## src/rtl/mul_err_sweep.sv

```systemverilog
// Exhaustive error sweep for an approximate WIDTH x WIDTH unsigned multiplier.
// Optional per-bit error histogram is enabled by defining MUL_ERR_BITHIST_EN.
module mul_err_sweep #(
   parameter int WIDTH = 6,
   parameter int SUM_W = 24
) (
   input  logic                   clk,
   input  logic                   rst,
   input  logic                   start,
   output logic [WIDTH-1:0]       op_a,
   output logic [WIDTH-1:0]       op_b,
   input  logic [2*WIDTH-1:0]     approx_p,
   output logic                   busy,
   output logic                   done,
   output logic [2*WIDTH:0]       err_count,
   output logic [SUM_W-1:0]       sum_abs_err,
   output logic [2*WIDTH-1:0]     max_abs_err
`ifdef MUL_ERR_BITHIST_EN
   ,
   output logic [2*WIDTH*(2*WIDTH+1)-1:0] bit_err_hist
`endif
);

   localparam int PW = 2 * WIDTH;
   localparam int CW = PW + 1;
   localparam int AW = ((SUM_W > PW) ? SUM_W : PW) + 1;

   typedef enum logic [1:0] {IDLE, SWEEP, DRAIN, DONE} state_t;

   state_t          state_q, state_d;
   logic            clear;
   logic            drain_q;
   logic [PW-1:0]   cnt_q;

   logic            s1_valid;
   logic [PW-1:0]   s1_approx;
   logic [PW-1:0]   s1_exact;
   logic            s2_valid;
   logic [PW-1:0]   s2_diff;
   logic [PW-1:0]   s2_flip;
   logic [AW-1:0]   sum_next;

   // NOTE: every signal driven here gets a default first, so no path can infer a latch.
   always_comb begin
      state_d = state_q;
      clear   = 1'b0;
      unique case (state_q)
         IDLE, DONE: begin
            if (start) begin
               state_d = SWEEP;
               clear   = 1'b1;
            end
         end
         SWEEP:   if (cnt_q == '1) state_d = DRAIN;
         DRAIN:   if (drain_q) state_d = DONE;
         default: state_d = IDLE;
      endcase
   end

   // NOTE: sequential state uses non-blocking assignments so all registers update from pre-edge values.
   always_ff @(posedge clk) begin
      if (rst) begin
         state_q <= IDLE;
         drain_q <= 1'b0;
         cnt_q   <= '0;
      end else begin
         state_q <= state_d;
         drain_q <= (state_q == DRAIN);
         if (clear)
            cnt_q <= '0;
         else if (state_q == SWEEP)
            cnt_q <= cnt_q + PW'(1);
      end
   end

   assign op_a = cnt_q[WIDTH-1:0];
   assign op_b = cnt_q[PW-1:WIDTH];
   assign busy = (state_q == SWEEP) || (state_q == DRAIN);
   assign done = (state_q == DONE);

   // Stage 1 samples the returned product alongside the exact one; stage 2 forms |diff|.
   always_ff @(posedge clk) begin
      if (rst) begin
         s1_valid  <= 1'b0;
         s1_approx <= '0;
         s1_exact  <= '0;
         s2_valid  <= 1'b0;
         s2_diff   <= '0;
         s2_flip   <= '0;
      end else begin
         s1_valid  <= (state_q == SWEEP);
         s1_approx <= approx_p;
         s1_exact  <= PW'(op_a) * PW'(op_b);
         s2_valid  <= s1_valid;
         s2_diff   <= (s1_approx >= s1_exact) ? (s1_approx - s1_exact)
                                              : (s1_exact - s1_approx);
         s2_flip   <= s1_approx ^ s1_exact;
      end
   end

   assign sum_next = AW'(sum_abs_err) + AW'(s2_diff);

   always_ff @(posedge clk) begin
      if (rst || clear) begin
         err_count   <= '0;
         sum_abs_err <= '0;
         max_abs_err <= '0;
      end else if (s2_valid) begin
         if (s2_diff != '0)
            err_count <= err_count + CW'(1);
         // Any carry past SUM_W bits pins the accumulator at all-ones for good.
         if (|sum_next[AW-1:SUM_W])
            sum_abs_err <= '1;
         else
            sum_abs_err <= sum_next[SUM_W-1:0];
         if (s2_diff > max_abs_err)
            max_abs_err <= s2_diff;
      end
   end

`ifdef MUL_ERR_BITHIST_EN
   logic [CW-1:0] hist_q [PW];

   // NOTE: the histogram array is small and its clear is functional, so it is reset like any register.
   always_ff @(posedge clk) begin
      if (rst || clear) begin
         for (int i = 0; i < PW; i++) hist_q[i] <= '0;
      end else if (s2_valid) begin
         for (int i = 0; i < PW; i++) hist_q[i] <= hist_q[i] + CW'(s2_flip[i]);
      end
   end

   for (genvar g = 0; g < PW; g++) begin : g_hist
      assign bit_err_hist[g*CW +: CW] = hist_q[g];
   end
`else
   logic unused_flip;
   assign unused_flip = ^s2_flip;
`endif

endmodule

```

## config.mk

```make
export PLATFORM = sky130hd
export DESIGN_NAME = mul_err_sweep
export DESIGN_NICKNAME = d
export VERILOG_FILES = /design/src/rtl/mul_err_sweep.sv
export SDC_FILE = /design/constraint.sdc
export NUM_CORES = 1
export LEC_CHECK = 0
export ABC_AREA = 1
export CAP_MARGIN = 0
export CORE_MARGIN = 2
export CORE_UTILIZATION = 50
export DETAILED_ROUTE_END_ITERATION = 7
export GPL_ROUTABILITY_DRIVEN = 0
export HOLD_SLACK_MARGIN = 0.12
export PLACE_DENSITY = 0.78
export SYNTH_ARGS = -nofsm -noshare
export SYNTH_HDL_FRONTEND = slang
export SYNTH_SLANG_ARGS = --single-unit
```

## constraint.sdc

```tcl
create_clock -name clk -period 3.8 [get_ports clk]
set_input_delay 0.38 -clock clk [delete_from_list [all_inputs] [get_ports clk]]
set_output_delay 0.38 -clock clk [all_outputs]
set_load 0.02 [all_outputs]
```

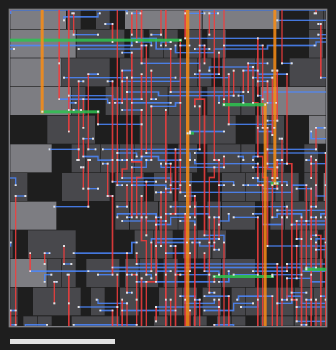
Fig. 1. A small window of the routed layout.
The bar under the picture is 10 um long. Region (48, 48) to (78, 78) um. Cells in gray, sequential cells in the stronger gray; small squares are vias.
M2 -> red
M3 -> green
M4 -> orange
M1 -> blue
most frequent = nand2_1 (19), inv_1 (14), a21oi_1 (10)
cells with their middle in the window = 89
netlist names of flops here include = `s1_approx` (3), `s1_exact` (3), `s2_diff` (3)
sequential cells in the window = 9

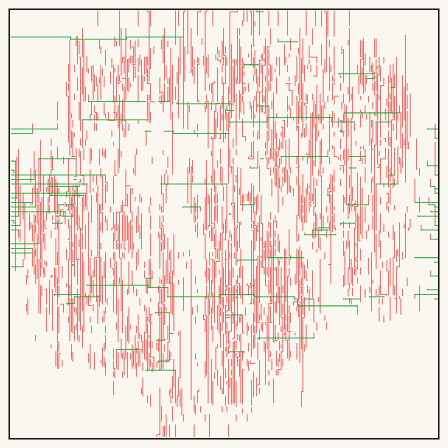
Fig. 2. Routed metal, one color a layer.
Two of the layers only.
M2 -> red  # wire length 8,160 um
M3 -> green  # wire length 753 um

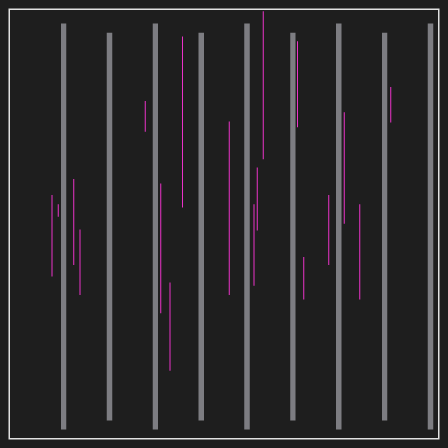
Fig. 3. Met4 routing.
Supply wires on this layer in gray.
main direction = vertical
longest straight run = 51.0 um

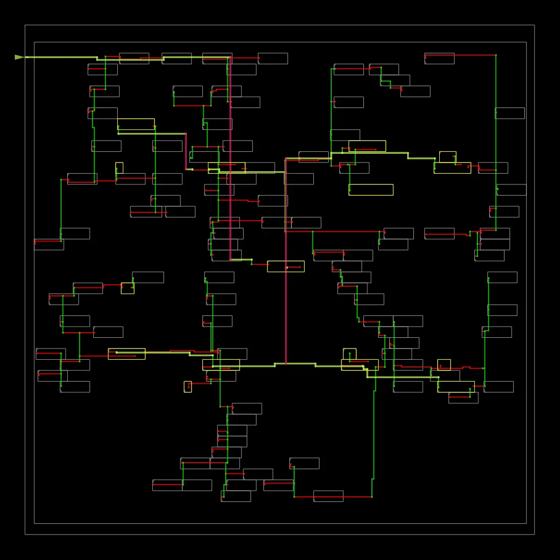
Fig. 4. The clock network.
latest clock arrival within the worst-skew pair: 0.36 ns
total clock sinks: 102
clock buffer count from CTS: 9
layout sequential cell count: 102

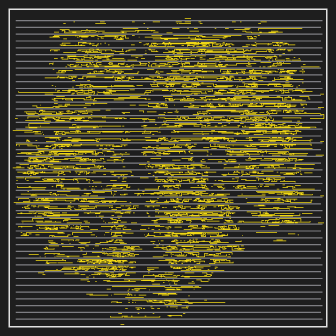
Fig. 5. The metal 1 layer.
Supply wires on this layer in gray.
share of all routed wire = 46%
nets with wire on the layer = 1,210
wire length on this layer = 7,910 um
longest straight run = 25.3 um

==> out/metrics.sh <==
RESULT_OF_THE_RUN='complete, no violations'
TOP_CELLS_BY_AREA='sky130_fd_sc_hd__dfxtp_1 27%, sky130_fd_sc_hd__nand2_1 13%, sky130_fd_sc_hd__ha_1 12%'
FILL_CELL_INSTANCE_COUNT_OF_THE_FINAL_LAYOUT=1345
POST_CTS.REPAIR.SETUP_BUFFERS=0
WORSTSETUPENDPOINTTYPE='register'
SYNTHCELLS=1122
P_COMB_mW=0.771
DETAIL_ROUTE.WL_PER_CELL_UM=12.57
DRT_FIRST_PASS_ITERS=4
POST-SYNTH-TOP-AREA-CELL='sky130_fd_sc_hd__dfxtp_1'
MUX_AREA_FRAC=0
P_INT_mW=1.945
PLACEDINSTANCEAREA_UM2=8412
FINAL-SEQ-AREA_UM2=2044
GRT_UTIL_MET3=0.05103
COMB_AREA_FRAC=0.5126
POSTSYNTHSEQSHARE=0.2714
MAXUSEDROUTINGLAYER='met4'
ROUTE.MET3.WL_UM=753
ENABLE_FLOP_CELLS=0
RSZ0062_AT_GRT='false'
P_CLK_FRAC=0.328
FINAL_CELLS=1374
DETAIL_ROUTE.ITER0.VIOLATIONS=394
SYNTHESIS.AREA_PER_INSTANCE_UM2=6.705
CTS-ROOT-TO-SINK-BUFFERS=2
SYNTH-XOR-AREA-SHARE=0.03260
HOLDCRITPATHCLASS='register to register'
CRITICAL_PATH.STARTPOINT='cnt_q[11]'
CORE_UTIL_FLOORPLAN=0.5138
DIE_WIDTH_UM=126.7
SYNTHSIMPLEGATEAREAFRAC=0.2751
VDD.IR_DROP.WORST_mV=0.4618
CP_TOP_FAMILY='adder cells'
MAXSLEWHEADROOM=0.2512
MET2ROUTEDLENGTH_UM=8157
IOPINCOUNT=78
POSTCTSRESIZEDCELLS=0
NETSWITCHINGPOWER_mW=0.9870
P_SEQ_FRAC=0.409
LARGESTCLASSBYAREA='logic gates'
FIN_UTIL=0.5953
==> path summary, 6_finish.rpt <==
kind                                endpoint  cells past startpoint  slack [ns]
worst max-delay path            s1_exact[10]                     13        0.26
worst min-delay path                s2_valid                      2        0.41
worst max register to register  s1_exact[10]                     13        0.26
worst min register to register      s2_valid                      2        0.41
==> cell usage in the layout, fill, tap and decap left out, types with 2 or more instances in the layout <==
master and n:
sky130_fd_sc_hd__a31oi_1 2, sky130_fd_sc_hd__nand2_2 12, sky130_fd_sc_hd__clkinv_2 2, sky130_fd_sc_hd__o21ai_2 3, sky130_fd_sc_hd__inv_2 6, sky130_fd_sc_hd__clkbuf_16 9
sky130_fd_sc_hd__or2_2 2, sky130_fd_sc_hd__nand4_1 13, sky130_fd_sc_hd__dfxtp_1 100, sky130_fd_sc_hd__xnor2_1 12, sky130_fd_sc_hd__nor4_1 3, sky130_fd_sc_hd__o21a_1 4
sky130_fd_sc_hd__dfxtp_2 2, sky130_fd_sc_hd__nor2_1 111, sky130_fd_sc_hd__a21oi_2 3, sky130_fd_sc_hd__inv_6 3, sky130_fd_sc_hd__o21ai_0 52, sky130_fd_sc_hd__buf_4 9
sky130_fd_sc_hd__o211ai_1 3, sky130_fd_sc_hd__nand2_1 259, sky130_fd_sc_hd__inv_1 215, sky130_fd_sc_hd__xor2_1 16, sky130_fd_sc_hd__o21bai_1 3, sky130_fd_sc_hd__nand3_1 55
sky130_fd_sc_hd__nor2_2 3, sky130_fd_sc_hd__nand3b_1 5, sky130_fd_sc_hd__nand3_2 3, sky130_fd_sc_hd__nor3_1 15, sky130_fd_sc_hd__clkdlybuf4s50_1 77, sky130_fd_sc_hd__fa_1 20
sky130_fd_sc_hd__a21oi_1 82, sky130_fd_sc_hd__and3_1 2, sky130_fd_sc_hd__ha_1 73
